Run 1, floorplan with the power grid:
Scale: 6 px per µm. Pins as bars on the die edge.
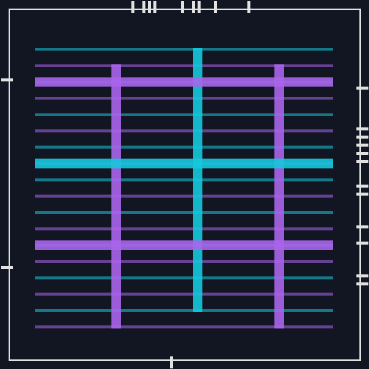
Run 1, logic cells by family:
Scale: 4 px per µm.
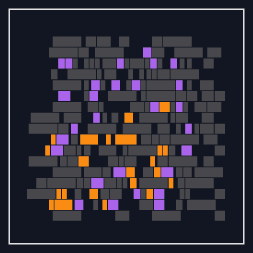
Run 1, clock wiring as the flow saved it:
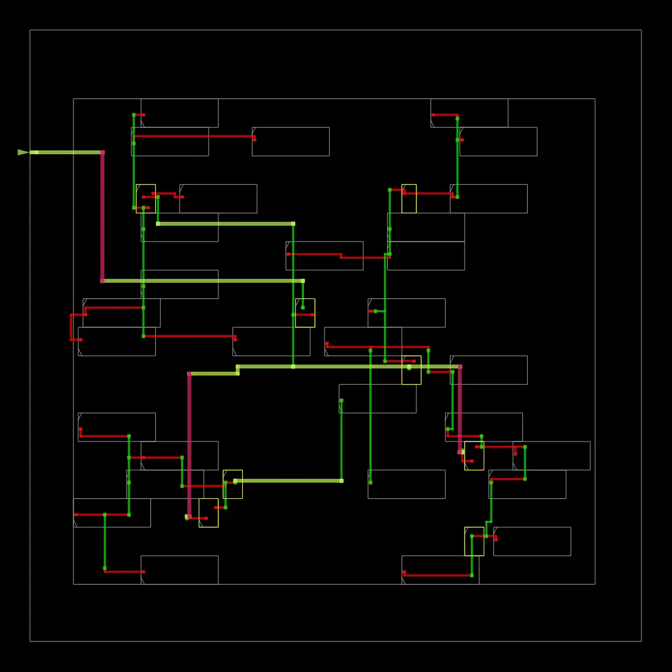
Design odd_parity_tx, sky130hd; sources not shown.
==> reports/qor.csv, run 1 <==
stage,metric,value,unit
outcome,status,"finished, final reports clean",
sta,fin_tns_setup,0,ns
critical_path,critPathKind,reg -> reg,
synth,ys_chip_area,1340,µm²
sta,clock_skew,0.0158,ns
synth,async_reset_ff_frac,0,
sta,drv_slew,0,
critical_path,reg2reg_slack,0.13,ns
cells_and_area,fillers,190,
power_and_ir_drop,internal_power,0.000867,W
run,maxCapViolations,0,
global_route,grt_pass1_vias,1136,
power_and_ir_drop,pg_comb,0.000312,W
synth,post-synth-top-area-fraction,0.449,
critical_path,worstSetupEndpointType,register,
synth,yosysUniqueCellTypes,44,
clock_tree,cts_buffers,5,
synth,synth-edff-count,0,
cells_and_area,diodes,0,
sta,hold_violations,0,
synth,yosys_cells,155,
die,fp_util,0.582,
run,warnings,26,
power_and_ir_drop,clockPowerShare,0.235,
synth,synth_cells,155,
routing,antenna_left,0,
power_and_ir_drop,leakagePower,0.628,nW
placed_design,hpwl,2.14,mm
synth,top_logic_kind,simple AND/OR/NAND/NOR gates,
cells_and_area,final_util,0.693,
die,die_area,3390,µm²
power_and_ir_drop,switching_power,0.000457,W
critical_path,cp_max_fo,8,
routing,drtIter0Drc,41,
sta,tightestPinTransition,0.456,ns
sta,setup_viol,0,
cells_and_area,drive_gt1_frac,0.170,
worst_hold_path,min_path_cells,2,
routing,drc,0,
cells_and_area,final-comb-area,682,µm²
routing,wire_per_inst,13.6,µm
synth,muxShareOfSynthArea,0,
global_route,antenna_found_initial,0,
power_and_ir_drop,ir_drop,0.591,mV
routing,vias,1175,
die,die_w,58.2,µm
sta,period_used_share,0.930,
synth,aoi_share,0.172,
power_and_ir_drop,seq_power_share,0.529,
cells_and_area,largest_reg_flops,9,
clock_tree,h-tree-depth,2,
die,num_rows,17,
clock_tree,cts_root_buf,clkbuf_2,
global_route,gr-total-overflow,0,
synth,synth_nets,168,
cells_and_area,final_nets,194,
power_and_ir_drop,power-top-group,sequential cells,
power_and_ir_drop,pwr-share-comb,0.236,
placed_design,dpl_cell_area,1550,µm²
global_route,track_usage,0.188,
clock_tree,clk_pin_slew,0.16,ns
placed_design,place_congestion,0.939,
cells_and_area,fin_area,1590,µm²
synth,top_area_cell,dfxtp_1,
global_route,grt_first_pass_wirelength,4.84,mm
-- 'floorplan with the power grid' (at the start) --
Key: cyan = VDD; purple = VSS
24 signal pins sit on the boundary. The core has 17 rows. 18 met1 rails follow the rows. 3 straps on met4. 3 straps on met5.
Die Y: 58.2 µm
area of the core: 2300 µm²

-- 'logic cells by family' (at the start) --
Key: purple = inverting AOI/OAI gates [cells 28]; orange = NOR gates [cells 22]
Commonest Layout Cell: nand2_1
Comb/total area: 0.428
number of cells in the finished layout apart from fillers: 210

-- 'clock wiring as the flow saved it' (at the start) --
P_clk: 0.000311 W
clk latency late pin: 0.36 ns
FFs & Latches: 30

run 1: what timing repair did:
item / CTS / global route
hold buffers: 0 / 0
setup buffers: 0 / 0
gates resized: 0 / 1
endpoints found under the setup margin: 0 / 2
run 1: cells in the final DEF, fill, tap and decap left out, types with 2 or more instances in the layout:
cell type,n
nor3b_1,2
nor2_1,11
clkbuf_2,6
nand2_1,35
a31oi_1,7
a21oi_1,10
buf_4,17
dfxtp_1,30
nor3_1,3
nand3_1,6
xnor2_1,6
inv_1,2
nor2b_1,2
a311oi_1,3
a21o_1,3
clkdlybuf4s50_1,10
ha_1,2
run 1: per-layer routing:
layer | share of wire | wire length [µm] | GRT usage
met5 | 0 | 0 | 0
met4 | 0.012 | 34 | 0.0828
met3 | 0.064 | 183 | 0.0690
met2 | 0.49 | 1390 | 0.311
met1 | 0.44 | 1240 | 0.215
run 1: through the flow:
stage / cells / setup WS, ns / power [W] / hold slack [ns]
after global routing: 210 / 0.00439 / 0.00139 / 0.485
final: 210 / 0.130 / 0.00132 / 0.466
after floorplan: 155 / 0.272 / 0.000946 / 0.414
after detailed placement: 202 / 0.0366 / 0.00103 / 0.451
after CTS: 210 / 0.0990 / 0.00134 / 0.469
after global placement: 202 / 0.0852 / 0.00102 / 0.444
run 1: area by class of cell:
cell class              instances  area share
repair buffers                 27       0.143
inverters                       2     0.00472
well taps                      28      0.0220
clock buffers                   6      0.0189
flip-flops and latches         30       0.377
clock inverters                 2     0.00550
multi-input cells             115       0.428
run 1: worst max-delay path: stages (launching register included):
cell      delay [ns]
dfxtp_1         0.42
ha_1            0.33
and4bb_2        0.37
nor3b_1         0.10
o32ai_1         0.31
nand3_1         0.10
## Run 2: what changed since run 1
Settings changed: ABC_AREA set to 1, ABC_CLOCK_PERIOD_IN_PS set to 1850, CORE_UTILIZATION 53 to 55, TNS_END_PERCENT set to 10.
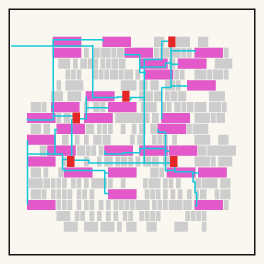
Run 2: clock network drawn from the DEF
Scale: 4 px per µm.
Key: cyan = clock wires [length 344 µm]; red = cells driving clock nets [count 5]; magenta = flip-flops [count 30]
There are 6 routed clock nets.
worst clock skew: 0.00192 ns
P_clk: 0.000300 W
clk latency late pin: 0.34 ns

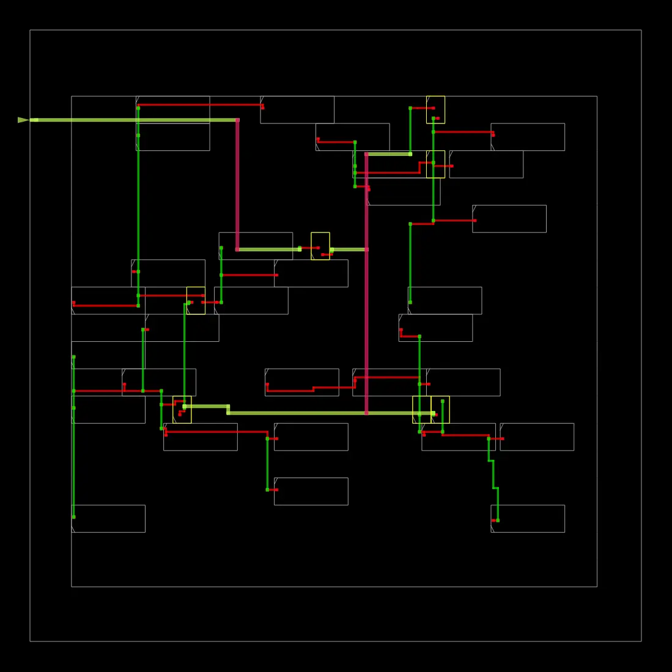
Run 2: clock wiring as the flow saved it
CTS Buf Count: 5
Clock buffer cells: 7

==> reports/qor.csv, run 2 <==
stage,metric,value,unit,change
clock_tree,h-tree-depth,2,,unchanged
global_route,gr-total-overflow,0,,unchanged
sta,setup_viol,0,,unchanged
clock_tree,hold_buffers,0,,unchanged
power_and_ir_drop,leakagePower,0.869,nW,+38%
routing,vias,1381,,+18%
placed_design,hpwl,2.26,mm,+5.9%
synth,async_reset_ff_frac,0,,unchanged
critical_path,crit_family,simple AND/OR/NAND/NOR gates,,
global_route,grt_pass1_vias,1231,,+8.4%
die,die.size.y,61.0,µm,+4.8%
routing,antenna_left,0,,unchanged
global_route,antenna_found_initial,0,,unchanged
critical_path,worst_path_max_delay_cell,dfxtp_1,,
die,die_w,61.0,µm,+4.8%
synth,top_area_cell,dfxtp_1,,
critical_path,max_stage_delay,0.38,ns,-0.04 ns
routing,viasPerCell,4.99,,
cells_and_area,largest_reg_flops,9,,unchanged
critical_path,cp_num_buf_inv,2,,+2
cells_and_area,final_nets,260,,+34%
die,fp_util,0.602,,+0.0196
routing,drc,0,,unchanged
critical_path,crit_chain,"ha_1, inv_2, nand3_1, nand2_4, nor3_2, nor2_2, nor2_2, inv_2",,
outcome,status,"finished, final reports clean",,
sta,tightestPinTransition,0.322,ns,-0.134 ns
cells_and_area,fin_area,1810,µm²,+14%
cells_and_area,drive_gt1_frac,0.223,,+0.0523
cells_and_area,final_cell_mix,"80 x nand2_1, 30 x dfxtp_1, 20 x inv_1",,
synth,synth-edff-count,0,,unchanged
critical_path,reg2reg_slack,0.31,ns,+0.18 ns
global_route,track_usage,0.186,,-0.00200
clock_tree,cts_resized,0,,unchanged
run,warnings,26,,unchanged
cells_and_area,fillers,208,,+9.5%
cells_and_area,diodes,0,,unchanged
power_and_ir_drop,ir_drop,0.629,mV,+6.5%
global_route,grt_first_pass_wirelength,5.14,mm,+6.3%
synth,synth_nets,231,,+38%
routing,wire_per_inst,10.5,µm,-22%
synth,top_cells_by_count,"80 x nand2_1, 30 x dfxtp_1, 20 x inv_1, 18 x nor2_1, 12 x a21oi_1",,
die,die_area,3720,µm²,+9.7%
worst_hold_path,min_path_cells,2,,unchanged
sta,hold_violations,0,,unchanged
sta,drv_slew,0,,unchanged
die,coreArea,2570,µm²,+12%
synth,synth_cells,218,,+41%
placed_design,place_congestion,0.821,,-13%
synth,yosys_cells,218,,+41%
run,maxCapViolations,0,,unchanged
critical_path,path_depth,8,,+3
clock_tree,cts_buffer_depth,2,,
critical_path,cp_max_fo,7,,-1
clock_tree,post_cts_buffers,0,,unchanged
sta,fin_tns_setup,0,ns,unchanged
synth,ys_chip_area,1550,µm²,+16%
clock_tree,clk_pin_slew,0.13,ns,-0.03 ns
routing,drtIter0Drc,36,,-12%
sta,period_used_share,0.830,,-0.0995
placed_design,dpl_cell_area,1780,µm²,+14%
==> run 2: cell types whose count changed after synthesis, moves of 3 or more <==
cell      delta
inv_2        +7
nor2_4       +5
nand2_2      +3
nand3_1      +3
nand2_4      +4
nor3_1       -3
nor2_1       +7
nand2_1     +45
a311oi_1     -3
xnor2_1      -5
a21o_1       -3
inv_1       +18
==> run 2: logic make-up after synthesis <==
group                      after synthesis  synth area share
adders and majority gates                2            0.0162
buffers and inverters                   31            0.0818
xor gates and xnor gates                 1           0.00567
DFF                                     30             0.389
and+or+nand+nor                        128             0.404
AOI/OAI and AO/OA                       26             0.104
==> run 2: per-layer routing <==
metal | share of wire | vias up | track usage
met3 | 0.057 | 5 | 0.0511
met1 | 0.46 | 613 | 0.240
met4 | 0.013 | 0 | 0.0681
li1 | - | 737 | -
met2 | 0.47 | 26 | 0.296
met5 | 0 | - | 0
==> run 2: per-stage QoR <==
stage	setup slack, ns	util	cells	hold slack [ns]	total power [W]
2_1_floorplan	0.483	-	218	0.346	0.00102
3_3_place_gp	0.237	0.692	270	0.452	0.00111
3_5_place_dp	0.195	0.692	270	0.454	0.00111
4_1_cts	0.290	0.706	277	0.473	0.00141
5_1_grt	0.154	0.706	277	0.504	0.00147
6_report	0.314	0.706	277	0.469	0.00140
==> run 2: layout make-up <==
| type | count | area [µm²] | area share |
|---|---|---|---|
| multi-input cells | 157 | 818 | 0.452 |
| flip-flops and latches | 30 | 601 | 0.331 |
| repair buffers | 25 | 213 | 0.117 |
| inverters | 28 | 108 | 0.0594 |
| well taps | 30 | 37.5 | 0.0207 |
| clock buffers | 7 | 35.0 | 0.0193 |
==> run 2: power by group <==
group          internal [W]  total, W  switching, W
clock network     0.0000985  0.000300      0.000201
logic              0.000111  0.000394      0.000283
registers          0.000683  0.000704     0.0000207
Power and IR drop assume default switching activity.
